$ cat src/rtl/turf_event_ctrl_pkg.sv
// Shared definitions for the TURF event-control initiator: command codes,
// request length and FSM state encoding.
package turf_event_ctrl_pkg;

    // Two-character ASCII command codes (first character in the upper byte).
    localparam logic [15:0] CMD_OP = 16'h4F50;
    localparam logic [15:0] CMD_CL = 16'h434C;
    localparam logic [15:0] CMD_ID = 16'h4944;
    localparam logic [15:0] CMD_PR = 16'h5052;
    localparam logic [15:0] CMD_PW = 16'h5057;
    localparam logic [15:0] CMD_PX = 16'h5058;
    localparam logic [15:0] CMD_ES = 16'h4553;

    // UDP length field of every request (one 8-byte payload word plus header).
    localparam logic [15:0] UDP_LEN = 16'd16;

    typedef enum logic [2:0] {
        IDLE      = 3'd0,
        SEND_HDR  = 3'd1,
        SEND_DATA = 3'd2,
        WAIT_RSP  = 3'd3,
        RX_DATA   = 3'd4,
        DUMP      = 3'd5,
        DONE      = 3'd6
    } state_e;

    // Saturating increment for 16-bit event counters.
    function automatic logic [15:0] sat_inc16(input logic [15:0] value);
        logic [15:0] result;
        if (value == 16'hFFFF) begin
            result = value;
        end else begin
            result = value + 16'd1;
        end
        return result;
    endfunction

endpackage

$ cat src/rtl/turf_event_ctrl_initiator.sv
// TURF event-control initiator: sends one command over UDP, waits for the
// matching reply with per-attempt timeout and bounded retransmission, and
// drains stray or non-matching packets.
// Optional build macro TURF_EVCTRL_INITIATOR_STATS_EN adds saturating
// retry / timeout / stray-packet counters.
module turf_event_ctrl_initiator
    import turf_event_ctrl_pkg::*;
#(
    parameter logic [23:0] TIMEOUT_CYCLES = 24'd1000000,
    parameter int          MAX_RETRIES    = 3,
    parameter string       DEBUG          = "FALSE"
) (
    input  logic        aclk,
    input  logic        areset,
    input  logic        cmd_valid,
    output logic        cmd_ready,
    input  logic [15:0] cmd_code,
    input  logic [47:0] cmd_payload,
    input  logic [31:0] cmd_ip,
    input  logic [15:0] cmd_port,
    output logic        m_udphdr_tvalid,
    input  logic        m_udphdr_tready,
    output logic [63:0] m_udphdr_tdata,
    output logic        m_udpdata_tvalid,
    input  logic        m_udpdata_tready,
    output logic [63:0] m_udpdata_tdata,
    output logic [7:0]  m_udpdata_tkeep,
    output logic        m_udpdata_tlast,
    input  logic        s_udphdr_tvalid,
    output logic        s_udphdr_tready,
    input  logic [63:0] s_udphdr_tdata,
    input  logic        s_udpdata_tvalid,
    output logic        s_udpdata_tready,
    input  logic [63:0] s_udpdata_tdata,
    input  logic [7:0]  s_udpdata_tkeep,
    input  logic        s_udpdata_tlast,
    output logic        rsp_valid,
    output logic [63:0] rsp_data,
    output logic        rsp_timeout,
    output logic        busy
`ifdef TURF_EVCTRL_INITIATOR_STATS_EN
    ,
    output logic [15:0] stat_retries,
    output logic [15:0] stat_timeouts,
    output logic [15:0] stat_stray
`endif
);

    localparam logic [23:0] TMO_LAST_C  = TIMEOUT_CYCLES - 24'd1;
    localparam logic [7:0]  RETRY_MAX_C = 8'(MAX_RETRIES);

    state_e      state_r;
    state_e      state_nxt_s;
    logic [63:0] word_r;
    logic [31:0] tgt_ip_r;
    logic [15:0] tgt_port_r;
    logic [31:0] src_ip_r;
    logic [15:0] src_port_r;
    logic [23:0] tmo_cnt_r;
    logic [7:0]  retry_cnt_r;
    logic        done_pend_r;
    logic        busy_r;
    logic [63:0] rsp_data_r;
    logic        rsp_timeout_r;

    logic        accept_s;
    logic        hdr_cap_s;
    logic        retry_ev_s;
    logic        tmo_ev_s;
    logic        stray_ev_s;
    logic        match_ev_s;
    logic        beat_match_s;
    logic        tmo_run_s;
    logic [15:0] unused_hdr_len_s;

    // The UDP length of a reply is not needed to frame it (tlast does that).
    assign unused_hdr_len_s = s_udphdr_tdata[15:0];

    // Reply beat is ours: full word, from the target, echoing the command tag.
    assign beat_match_s = (s_udpdata_tkeep == 8'hFF) &&
                          (src_ip_r == tgt_ip_r) &&
                          (src_port_r == tgt_port_r) &&
                          (s_udpdata_tdata[63:48] == word_r[63:48]);

    assign tmo_run_s = (state_r == WAIT_RSP) || (state_r == RX_DATA) || (state_r == DUMP);

    assign cmd_ready        = (state_r == IDLE);
    assign m_udphdr_tvalid  = (state_r == SEND_HDR);
    assign m_udphdr_tdata   = {tgt_ip_r, tgt_port_r, UDP_LEN};
    assign m_udpdata_tvalid = (state_r == SEND_DATA);
    assign m_udpdata_tdata  = word_r;
    assign m_udpdata_tkeep  = 8'hFF;
    assign m_udpdata_tlast  = 1'b1;
    assign s_udphdr_tready  = (state_r == WAIT_RSP) || ((state_r == IDLE) && !cmd_valid);
    assign s_udpdata_tready = (state_r == RX_DATA) || (state_r == DUMP);
    assign rsp_valid        = (state_r == DONE);
    assign rsp_data         = rsp_data_r;
    assign rsp_timeout      = rsp_timeout_r;
    assign busy             = busy_r;

    // Hook for an on-chip logic analyser in debug builds; nothing is added otherwise.
    if (DEBUG == "TRUE") begin : g_debug_ila
    end

    // Next-state and event decode for the request/response FSM.
    always_comb begin
        state_nxt_s = state_r;
        accept_s    = 1'b0;
        hdr_cap_s   = 1'b0;
        retry_ev_s  = 1'b0;
        tmo_ev_s    = 1'b0;
        stray_ev_s  = 1'b0;
        match_ev_s  = 1'b0;
        case (state_r)
            IDLE: begin
                if (cmd_valid) begin
                    accept_s    = 1'b1;
                    state_nxt_s = SEND_HDR;
                end else if (s_udphdr_tvalid) begin
                    stray_ev_s  = 1'b1;
                    state_nxt_s = DUMP;
                end else begin
                    state_nxt_s = IDLE;
                end
            end
            SEND_HDR: begin
                if (m_udphdr_tready) begin
                    state_nxt_s = SEND_DATA;
                end else begin
                    state_nxt_s = SEND_HDR;
                end
            end
            SEND_DATA: begin
                if (m_udpdata_tready) begin
                    state_nxt_s = WAIT_RSP;
                end else begin
                    state_nxt_s = SEND_DATA;
                end
            end
            WAIT_RSP: begin
                if (s_udphdr_tvalid) begin
                    hdr_cap_s   = 1'b1;
                    state_nxt_s = RX_DATA;
                end else if (tmo_cnt_r >= TMO_LAST_C) begin
                    if (retry_cnt_r < RETRY_MAX_C) begin
                        retry_ev_s  = 1'b1;
                        state_nxt_s = SEND_HDR;
                    end else begin
                        tmo_ev_s    = 1'b1;
                        state_nxt_s = DONE;
                    end
                end else begin
                    state_nxt_s = WAIT_RSP;
                end
            end
            RX_DATA: begin
                if (s_udpdata_tvalid) begin
                    if (beat_match_s) begin
                        match_ev_s  = 1'b1;
                        state_nxt_s = s_udpdata_tlast ? DONE : DUMP;
                    end else begin
                        stray_ev_s  = 1'b1;
                        state_nxt_s = s_udpdata_tlast ? WAIT_RSP : DUMP;
                    end
                end else begin
                    state_nxt_s = RX_DATA;
                end
            end
            DUMP: begin
                if (s_udpdata_tvalid && s_udpdata_tlast) begin
                    if (done_pend_r) begin
                        state_nxt_s = DONE;
                    end else if (busy_r) begin
                        state_nxt_s = WAIT_RSP;
                    end else begin
                        state_nxt_s = IDLE;
                    end
                end else begin
                    state_nxt_s = DUMP;
                end
            end
            DONE: begin
                state_nxt_s = IDLE;
            end
            default: begin
                state_nxt_s = IDLE;
            end
        endcase
    end

    // State register.
    always_ff @(posedge aclk) begin
        if (areset) begin
            state_r <= IDLE;
        end else begin
            state_r <= state_nxt_s;
        end
    end

    // Command latch, reply source capture and response result registers.
    always_ff @(posedge aclk) begin
        if (areset) begin
            word_r        <= 64'd0;
            tgt_ip_r      <= 32'd0;
            tgt_port_r    <= 16'd0;
            src_ip_r      <= 32'd0;
            src_port_r    <= 16'd0;
            rsp_data_r    <= 64'd0;
            rsp_timeout_r <= 1'b0;
            done_pend_r   <= 1'b0;
            busy_r        <= 1'b0;
        end else begin
            if (accept_s) begin
                word_r        <= {cmd_payload, cmd_code};
                tgt_ip_r      <= cmd_ip;
                tgt_port_r    <= cmd_port;
                rsp_data_r    <= 64'd0;
                rsp_timeout_r <= 1'b0;
                done_pend_r   <= 1'b0;
                busy_r        <= 1'b1;
            end else if (state_r == DONE) begin
                done_pend_r   <= 1'b0;
                busy_r        <= 1'b0;
            end
            if (hdr_cap_s) begin
                src_ip_r   <= s_udphdr_tdata[63:32];
                src_port_r <= s_udphdr_tdata[31:16];
            end
            if (match_ev_s) begin
                rsp_data_r  <= s_udpdata_tdata;
                done_pend_r <= !s_udpdata_tlast;
            end
            if (tmo_ev_s) begin
                rsp_timeout_r <= 1'b1;
                rsp_data_r    <= 64'd0;
            end
        end
    end

    // Per-attempt response timer (saturating) and retransmission counter.
    always_ff @(posedge aclk) begin
        if (areset) begin
            tmo_cnt_r   <= 24'd0;
            retry_cnt_r <= 8'd0;
        end else begin
            if ((state_r == SEND_DATA) && m_udpdata_tready) begin
                tmo_cnt_r <= 24'd0;
            end else if (tmo_run_s && (tmo_cnt_r < TMO_LAST_C)) begin
                tmo_cnt_r <= tmo_cnt_r + 24'd1;
            end
            if (accept_s) begin
                retry_cnt_r <= 8'd0;
            end else if (retry_ev_s) begin
                retry_cnt_r <= retry_cnt_r + 8'd1;
            end
        end
    end

`ifdef TURF_EVCTRL_INITIATOR_STATS_EN
    logic [15:0] stat_retries_r;
    logic [15:0] stat_timeouts_r;
    logic [15:0] stat_stray_r;

    assign stat_retries  = stat_retries_r;
    assign stat_timeouts = stat_timeouts_r;
    assign stat_stray    = stat_stray_r;

    // Saturating event statistics.
    always_ff @(posedge aclk) begin
        if (areset) begin
            stat_retries_r  <= 16'd0;
            stat_timeouts_r <= 16'd0;
            stat_stray_r    <= 16'd0;
        end else begin
            if (retry_ev_s) begin
                stat_retries_r <= sat_inc16(stat_retries_r);
            end
            if (tmo_ev_s) begin
                stat_timeouts_r <= sat_inc16(stat_timeouts_r);
            end
            if (stray_ev_s) begin
                stat_stray_r <= sat_inc16(stat_stray_r);
            end
        end
    end
`endif

endmodule

$ cat config.mk
export PLATFORM = sky130hd
export DESIGN_NAME = turf_event_ctrl_initiator
export DESIGN_NICKNAME = d
export VERILOG_FILES = /design/src/rtl/turf_event_ctrl_pkg.sv /design/src/rtl/turf_event_ctrl_initiator.sv
export SDC_FILE = /design/constraint.sdc
export NUM_CORES = 1
export LEC_CHECK = 0
export CORE_AREA = 2 2 183 185
export CTS_BUF_LIST = sky130_fd_sc_hd__clkbuf_8 sky130_fd_sc_hd__clkbuf_16
export CTS_CLUSTER_SIZE = 16
export DETAILED_ROUTE_END_ITERATION = 16
export DIE_AREA = 0 0 185 187
export PLACE_DENSITY = 0.77
export SYNTH_ARGS = -nofsm -noshare
export SYNTH_HDL_FRONTEND = slang
export SYNTH_SLANG_ARGS = --single-unit
$ cat constraint.sdc
create_clock -name aclk -period 6.2 [get_ports aclk]
set_input_delay 1.86 -clock aclk [delete_from_list [all_inputs] [get_ports aclk]]
set_output_delay 1.86 -clock aclk [all_outputs]
set_load 0.005 [all_outputs]
Clock routing:
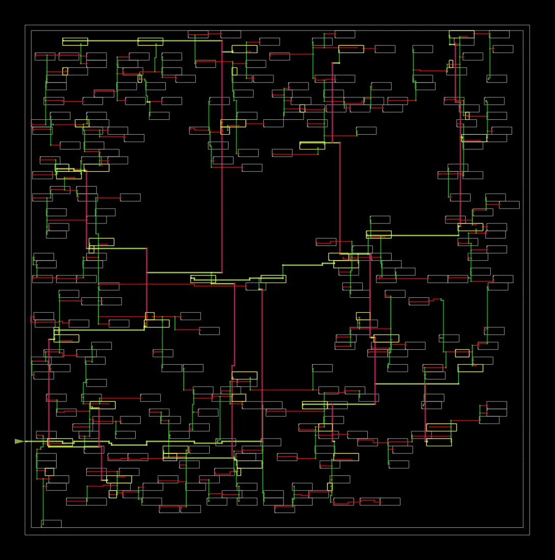
worst clock skew: 0.0293 ns
P_clk: 1.71 mW
# clock sinks: 262

Routed clock nets over the placement:
Bar = 50 microns.
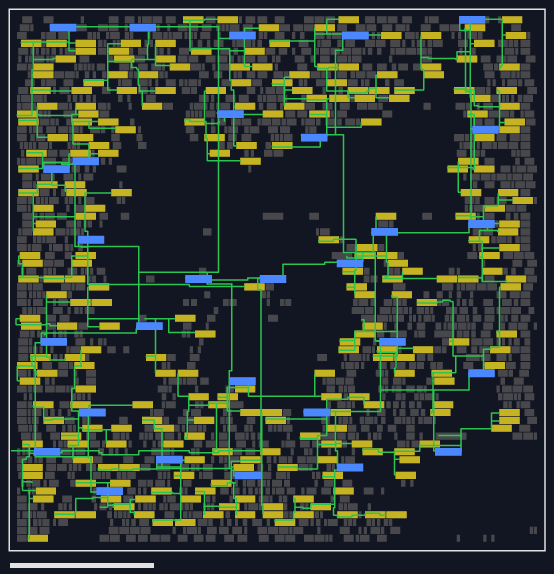
Key: flip-flops = yellow [count 262]; cells driving clock nets = blue [count 29]; clock wires = green [length 3600 microns]
Position of the flops: spread over the die.
clk_lat worst skew: 0.58 ns
Clock power frac: 39.3%

==> routing by layer <==
metal  wire (microns)  vias to the layer above
li1                 -                     5061
met1            14200                     4775
met2            17900                      414
met3             2940                       83
met4             1600                        0
met5                0                        -
==> critical path, delay by kind of cell <==
| kind | cells | cell delay [ns] |
|---|---|---|
| and+or+nand+nor | 2 | 0.28 |
| buffers and inverters | 2 | 1.05 |
| AOI/OAI and AO/OA | 1 | 0.06 |
==> power groups by stage <==
stage	sequential, mW	combinational [mW]	clock [mW]
floorplan	1.88	0.342	0
global placement	1.89	0.789	0
detailed placement	1.89	0.795	0
CTS	1.86	0.801	1.75
global route	1.87	0.865	1.83
finish	1.86	0.789	1.71
==> out/results.ini <==
[outcome]
status=complete, no violations

[logic_synthesis]
syn_inst=1315
synth.avg_cell_area_sq_um=8.20
synthTopCellsByArea=dfxtp_1, nand2_1, a21oi_1
ff_type=dfxtp_1
xor_share_pct=6.74
ys_area_sq_um=10800
yosysTopAreaCell=dfxtp_1
yosys_warnings=0
topCombFamilyByArea=simple AND/OR/NAND/NOR gates
yosysUniqueCellTypes=47
synth_flop_count=262
simple_gate_area_share_pct=23.5
yosys-stat-cells=1315
common_cells=nand2_1, dfxtp_1, a21oi_1
muxShareOfSynthArea_pct=6.23
adder_share_pct=0.232
edf_count=0

[clock_tree]
htree_levels=1
cts_inserted_buffers=29
clock_path_buffers=3
cts_resized=0
cts_tree=done
postCtsSetupBuffers=0

[global_routing]
grt_overflow=0
top_usage_layer=met2
met2_usage_pct=35.9

[placement]
dpl.cell_count=2105
place_ws_ns=1.00
io_buffers=423
place_area_sq_um=15200

[critical_path]
critical_path_required_ns=4.34
ff2ff_path_depth=7
start_kind=input port
end_kind=output pin
crit_start=cmd_valid
worstPathCellList=clkdlybuf4s50_1 -> nor3_1 -> a21oi_1 -> nor2_1 -> clkdlybuf4s50_1
arrival_ns=3.26
slowest_delay_ns=0.53
timing.rr.start=tgt_port_r[5]$_SDFFE_PP0P_
rr_endpoint=rsp_data[52]$_SDFFE_PP0P_
path_class=input port to output pin

[cells_and_area]
final_cell_mix=clkdlybuf4s50_1, nand2_1, dfxtp_1, a21oi_1, nand3_1
final_core_util_pct=49.2
final_layout_top_logic_cell=clkdlybuf4s50_1
register_area_sq_um=5250
stdcell_count=2158
clkbuf_count=36
inv_count=7
drive_above_1_share_pct=3.92
nNetsFinal=1946
nonClkBufAreaFrac_pct=26.8
flops=262
multi_input_comb_cells=954

[sta]
worstMarginPinSlew_ns=1.08
setup_viol=0
setup_slack_ns=1.08
timing.fmax_mhz=195
min_period_ns=5.12
finalCritPeriodShare_pct=82.5
hold_viol_final=0

[floorplanning]
die_w_microns=185
rows=67
fp_util_pct=32.8
die-area_sq_um=34600
taps=448
core_area_sq_um=32900
die_y_microns=187

[detailed_routing]
avgRoutedWirePerCell_microns=17.0
antenna_left=0
drt_iter0_drc=426

[hold_path]
hp-start=m_udpdata_tdata[27]$_SDFFE_PP0P_
hp-class=flip-flop to flip-flop
hold_end=m_udpdata_tdata[27]$_SDFFE_PP0P_

[job]
warnings=42

[pwr]
swShare_pct=27.7
p_switching_mw=1.21

Power figures rest on the tool's default switching activity, not on a simulated workload.
